==> src/rtl/ks_operand_sequencer_pkg.sv <==
// Shared definitions for the Kogge-Stone operand sequencer.
// Contents:
//   KS_W        - operand/sum width in bits
//   MAX_ADD_LAT - largest supported settle delay (fits the 2-bit counter)
//   state_t     - sequencer states, 2-bit encoding
package ks_pkg;

  localparam int KS_W        = 8;
  localparam int MAX_ADD_LAT = 3;

  typedef enum logic [1:0] {
    S_A    = 2'd0,
    S_B    = 2'd1,
    S_WAIT = 2'd2,
    S_OUT  = 2'd3
  } state_t;

endpackage

==> src/rtl/ks_operand_sequencer_if.sv <==
// Byte-stream input and result handshake of the operand sequencer.
// Signals:
//   in_data/in_valid/in_ready      - operand byte stream (A, then B)
//   res_sum/res_cout/res_valid/res_ready - captured result handshake
// Modports:
//   master - producer/consumer side (drives in_*, res_ready)
//   slave  - sequencer side (drives in_ready, res_*)
interface ks_operand_sequencer_if;
  import ks_pkg::*;

  logic [KS_W-1:0] in_data;
  logic            in_valid;
  logic            in_ready;
  logic [KS_W-1:0] res_sum;
  logic            res_cout;
  logic            res_valid;
  logic            res_ready;

  modport master (
    output in_data, in_valid, res_ready,
    input  in_ready, res_sum, res_cout, res_valid
  );

  modport slave (
    input  in_data, in_valid, res_ready,
    output in_ready, res_sum, res_cout, res_valid
  );

endinterface

==> src/rtl/ks_operand_sequencer.sv <==
// Operand sequencer wrapped around the 8-bit Kogge-Stone adder.
// Collects operand A then B from a byte stream, presents them as registered
// operands, waits ADD_LAT settle cycles, captures sum/carry and holds the
// result behind a valid/ready handshake.
// Ports:
//   clk, rst   - clock; asynchronous active-high reset
//   flush      - synchronous abort back to S_A (operands, op_count kept)
//   bus        - slave modport: in_* byte stream, res_* result handshake
//   add_a/b    - registered operands to the adder
//   add_sum/cout - combinational adder outputs
//   op_count   - consumed-result counter, wraps modulo 2^CNT_W
// ADD_LAT must lie in 0..MAX_ADD_LAT.
module ks_operand_sequencer
  import ks_pkg::*;
#(
  parameter int ADD_LAT = 0,
  parameter int CNT_W   = 8
) (
  input  logic                 clk,
  input  logic                 rst,
  input  logic                 flush,
  ks_operand_sequencer_if.slave bus,
  output logic [KS_W-1:0]      add_a,
  output logic [KS_W-1:0]      add_b,
  input  logic [KS_W-1:0]      add_sum,
  input  logic                 add_cout,
  output logic [CNT_W-1:0]     op_count
);

  localparam logic [1:0] LAT_INIT = 2'(ADD_LAT);

  state_t            state_reg, state_next;
  logic [1:0]        cnt_reg, cnt_next;
  logic [KS_W-1:0]   add_a_reg, add_a_next;
  logic [KS_W-1:0]   add_b_reg, add_b_next;
  logic [KS_W-1:0]   res_sum_reg, res_sum_next;
  logic              res_cout_reg, res_cout_next;
  logic              res_valid_reg, res_valid_next;
  logic [CNT_W-1:0]  op_count_reg, op_count_next;

  always_ff @(posedge clk or posedge rst) begin
    if (rst) begin
      state_reg     <= S_A;
      cnt_reg       <= 2'd0;
      add_a_reg     <= '0;
      add_b_reg     <= '0;
      res_sum_reg   <= '0;
      res_cout_reg  <= 1'b0;
      res_valid_reg <= 1'b0;
      op_count_reg  <= '0;
    end else begin
      state_reg     <= state_next;
      cnt_reg       <= cnt_next;
      add_a_reg     <= add_a_next;
      add_b_reg     <= add_b_next;
      res_sum_reg   <= res_sum_next;
      res_cout_reg  <= res_cout_next;
      res_valid_reg <= res_valid_next;
      op_count_reg  <= op_count_next;
    end
  end

  always_comb begin
    state_next     = state_reg;
    cnt_next       = cnt_reg;
    add_a_next     = add_a_reg;
    add_b_next     = add_b_reg;
    res_sum_next   = res_sum_reg;
    res_cout_next  = res_cout_reg;
    res_valid_next = res_valid_reg;
    op_count_next  = op_count_reg;
    // flush wins over both handshakes: nothing is accepted or counted.
    if (flush) begin
      state_next     = S_A;
      res_valid_next = 1'b0;
      cnt_next       = 2'd0;
    end else begin
      case (state_reg)
        S_A: begin
          if (bus.in_valid) begin
            add_a_next = bus.in_data;
            state_next = S_B;
          end
        end
        S_B: begin
          if (bus.in_valid) begin
            add_b_next = bus.in_data;
            cnt_next   = LAT_INIT;
            state_next = S_WAIT;
          end
        end
        S_WAIT: begin
          // Operands became stable at entry; sample once the settle count expires.
          if (cnt_reg == 2'd0) begin
            res_sum_next   = add_sum;
            res_cout_next  = add_cout;
            res_valid_next = 1'b1;
            state_next     = S_OUT;
          end else begin
            cnt_next = cnt_reg - 2'd1;
          end
        end
        S_OUT: begin
          if (bus.res_ready) begin
            res_valid_next = 1'b0;
            op_count_next  = op_count_reg + CNT_W'(1);
            state_next     = S_A;
          end
        end
        default: state_next = S_A;
      endcase
    end
  end

  // Depends on state only, so no combinational path from in_valid/res_ready.
  assign bus.in_ready  = (state_reg == S_A) || (state_reg == S_B);
  assign bus.res_sum   = res_sum_reg;
  assign bus.res_cout  = res_cout_reg;
  assign bus.res_valid = res_valid_reg;
  assign add_a         = add_a_reg;
  assign add_b         = add_b_reg;
  assign op_count      = op_count_reg;

endmodule

==> src/flat_wrapper.sv <==
// flat-port wrapper written by rule: the top's interface ports become plain ports
module ks_operand_sequencer_flat import ks_pkg::*;
#(
  parameter int ADD_LAT = 0,
  parameter int CNT_W   = 8
)
  (clk, rst, flush, add_a, add_b, add_sum, add_cout, op_count, bus_in_data, bus_in_valid, bus_res_ready, bus_in_ready, bus_res_sum, bus_res_cout, bus_res_valid);
  ks_operand_sequencer_if bus_i ();
  input  logic clk;
  input  logic rst;
  input  logic flush;
  output logic [KS_W-1:0] add_a;
  output logic [KS_W-1:0] add_b;
  input  logic [KS_W-1:0] add_sum;
  input  logic add_cout;
  output logic [CNT_W-1:0] op_count;
  input wire logic [$bits(bus_i.in_data)-1:0] bus_in_data;
  input wire logic [$bits(bus_i.in_valid)-1:0] bus_in_valid;
  input wire logic [$bits(bus_i.res_ready)-1:0] bus_res_ready;
  output wire logic [$bits(bus_i.in_ready)-1:0] bus_in_ready;
  output wire logic [$bits(bus_i.res_sum)-1:0] bus_res_sum;
  output wire logic [$bits(bus_i.res_cout)-1:0] bus_res_cout;
  output wire logic [$bits(bus_i.res_valid)-1:0] bus_res_valid;
  assign bus_i.in_data = bus_in_data;
  assign bus_i.in_valid = bus_in_valid;
  assign bus_i.res_ready = bus_res_ready;
  assign bus_in_ready = bus_i.in_ready;
  assign bus_res_sum = bus_i.res_sum;
  assign bus_res_cout = bus_i.res_cout;
  assign bus_res_valid = bus_i.res_valid;
  ks_operand_sequencer #(.ADD_LAT(ADD_LAT), .CNT_W(CNT_W)) u_core (.clk(clk), .rst(rst), .flush(flush), .bus(bus_i), .add_a(add_a), .add_b(add_b), .add_sum(add_sum), .add_cout(add_cout), .op_count(op_count));
endmodule
==> config.mk <==
export PLATFORM = sky130hd
export DESIGN_NAME = ks_operand_sequencer_flat
export DESIGN_NICKNAME = d
export VERILOG_FILES = /design/src/rtl/ks_operand_sequencer_pkg.sv /design/src/rtl/ks_operand_sequencer_if.sv /design/src/rtl/ks_operand_sequencer.sv /design/src/flat_wrapper.sv
export SDC_FILE = /design/constraint.sdc
export NUM_CORES = 1
export LEC_CHECK = 0
export ABC_AREA = 0
export CAP_MARGIN = 20
export CORE_ASPECT_RATIO = 0.5
export CORE_MARGIN = 3
export CORE_UTILIZATION = 30
export CTS_CLUSTER_SIZE = 25
export DETAILED_ROUTE_END_ITERATION = 16
export GPL_ROUTABILITY_DRIVEN = 0
export SLEW_MARGIN = 30
export SYNTH_ARGS = -nofsm -noshare
export SYNTH_HDL_FRONTEND = slang
export SYNTH_SLANG_ARGS = --single-unit
==> constraint.sdc <==
create_clock -name clk -period 1.6 [get_ports clk]
set_clock_uncertainty 0.1 [all_clocks]
set_input_delay 0.16 -clock clk [delete_from_list [all_inputs] [get_ports clk]]
set_output_delay 0.16 -clock clk [all_outputs]
set_load 0.02 [all_outputs]
Fig. 1: wiring heat map
22 x 12 tiles, from dark blue (low) to red (high), scaled to the fullest tile. Values are wire area over tile area, all layers added.
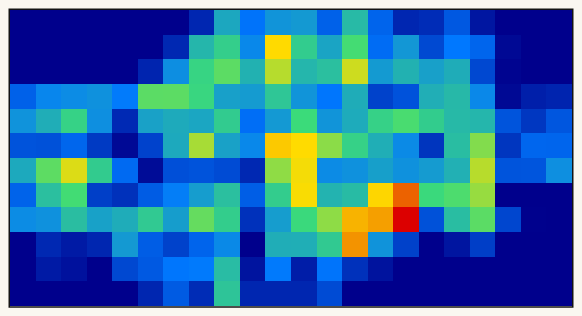
fullest tile = 0.33
mean over tiles = 0.084
densest ninth of the die = centre
nearly empty tiles = 24%
tiles over half the peak = 12%
WL final: 3590 um
vias: 1182
gr usage total: 11.2%
WL per Instance: 13.2 um

Fig. 2: wires at chosen ports, followed through buffers
Bar = 20 um.
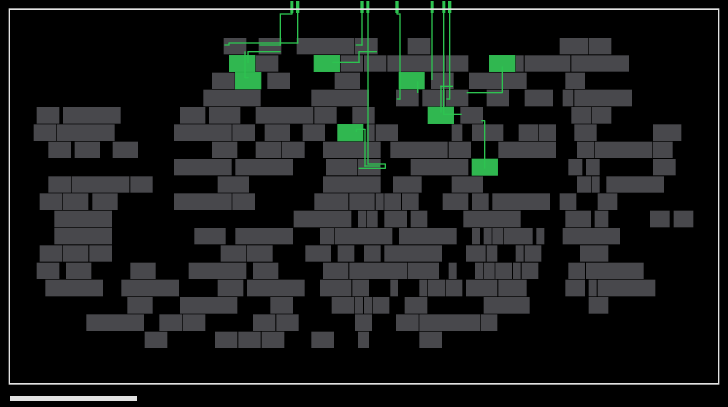
green -> add_sum  # bits 8, direction input, edge north, end cells 8, buffers 8, wire 178 um
io pins: 57
I/O Buffers: 56

Fig. 3: clock nets
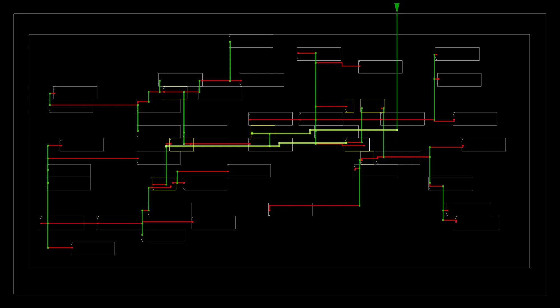
Flops: 38
Clock group: 685 uW
Latency at later pin: 0.28 ns
CTS Buf Count: 5
# clock sinks: 38

Fig. 4: routed metal, one colour a layer
Two of the layers only.
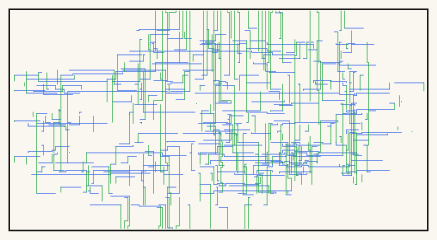
blue -> metal 1  # wire length 1620 um
green -> metal 2  # wire length 1820 um

Fig. 5: sequential cells grouped by signal name
Bar = 20 um.
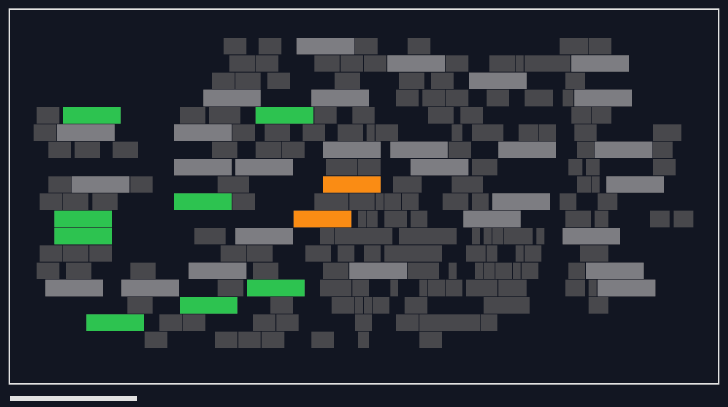
orange -> u_core.state_reg  # flops 2
green -> u_core.add_b  # flops 8
Final Core Density: 51.3%
sequential power: 1540 uW
Seq area share: 36.1%

==> impl_metrics.yaml <==
# flow metrics
run_status:
  status: "completed"
worst_setup_path:
  crit_arrival_ns: 1.31
  cp_top_family: "buffers and inverters"
  path_class: "reg -> out"
  cp_slowest_stage_delay_ns: 0.63
timing:
  relSlewSlack_pct: 81.3
  tightest_slew_ns: 0.279
cells_and_area:
  syn2layout_area_growth_pct: 57.8
  mi_logic_area_um2: 778
power:
  p_leak_uw: 0.00120
  switching_share_pct: 35.8
synthesis:
  edf_count: 0
  flop_cell: "dfrtp_1"
  largest_area_cell: "dfrtp_1"
  syn-num-nets: 152
  area_leaders: "dfrtp_1 57%, mux2_2 17%, ha_1 5.2%"
  yosysSeqAreaShare_pct: 57.0
  postSynthAreaPerCell_um2: 13.6
  yosysWarnings: 0
cts:
  h-tree-depth: 2
flow_run:
  cap_violations: 0
  tool_warnings: 32
route:
  vias_per_cell: 4.35
placement:
  place_area_um2: 2430
## tightest hold or removal path: stages
cell and delay, ns:
clkdlybuf4s50_1 0.40, inv_1 0.09, buf_12 0.23
## worst max path at each step
| stage | to | slack, ns | cells after the start |
|---|---|---|---|
| global placement | u_core.op_count[7]$_DFFE_PP0P_ | -0.06 | 5 |
| finish | op_count[3] | 0.03 | 1 |
| detailed placement | u_core.add_b[4]$_DFFE_PP0P_ | -0.07 | 4 |
| global route | u_core.cnt_reg[0]$_DFFE_PP0P_ | -0.04 | 7 |
| floorplan | u_core.bus.res_valid$_DFFE_PP0P_ | 0.17 | 6 |
| CTS | u_core.state_reg[0]$_DFFE_PP0P_ | -0.01 | 7 |
## logic make-up after synthesis
group / share of synthesized area [%]
buffers and inverters: 2.25
and+or+nand+nor: 9.07
AOI/OAI and AO/OA: 4.05
adders and majority gates: 5.25
xor gates and xnor gates: 3.67
DFF: 57.0
muxes: 18.7
## metrics by stage
step,hold slack (ns),std cells,setup WS [ns],TNS [ns]
global route,0.142,272,-0.0422,-0.223
floorplan,0.192,123,0.172,0
finish,0.124,272,0.0255,0
detailed placement,0.371,263,-0.0737,-1.52
global placement,0.362,263,-0.0593,-0.650
CTS,0.133,272,-0.0131,-0.0131
## power by group through the flow
stage	Sequential, uW	Combinational, uW	Clock, uW
after detailed placement	1550	2240	0
after CTS	1530	2240	716
after floorplan	1980	698	0
final	1540	2380	685
after global placement	1540	2210	0
after global routing	1590	2540	764
## area by class of cell
type	instances	share of cell area, %
well taps	70	3.33
multi-input cells	77	29.5
repair buffers	72	26.4
inverters	7	0.998
clock buffers	6	3.14
clock inverters	2	0.475
flip-flops and latches	38	36.1
## per-layer routing
layer  vias up  track usage [%]  part of all wire, %
met5         -                0                    0
met4         0             2.60                    0
met3         0             3.59                  4.1
met2        19             19.5                   51
met1       581             13.9                   45
li1        582                -                    -
## cells in the final DEF, fill, tap and decap left out, drive strengths merged
cell type / instances
o21ai: 1
a22oi: 1
ha: 7
nand2: 8
nand3: 2
xnor2: 4
nand3b: 1
and2: 1
o221ai: 1
dlymetal6s2s: 3
mux2: 26
nand4: 2
buf: 17
nand2b: 1
mux2i: 2
a21oi: 2
nor3: 1
nand4b: 1
o211ai: 1
dlygate4sd2: 3
o21bai: 2
clkinv: 1
o31ai: 1
xor2: 3
nor2: 7
clkinvlp: 1
nor2b: 2
dfrtp: 38
clkbuf: 6
clkdlybuf4s50: 49
inv: 7
## what timing repair did
| action | in CTS | in global routing |
|---|---|---|
| gates cloned | 0 | 0 |
| gates resized | 8 | 25 |
| endpoints found under the setup margin | 4 | 42 |
| setup buffers | 1 | 1 |
| pin swaps | 0 | 11 |
Power is estimated from default activity; no workload was simulated.
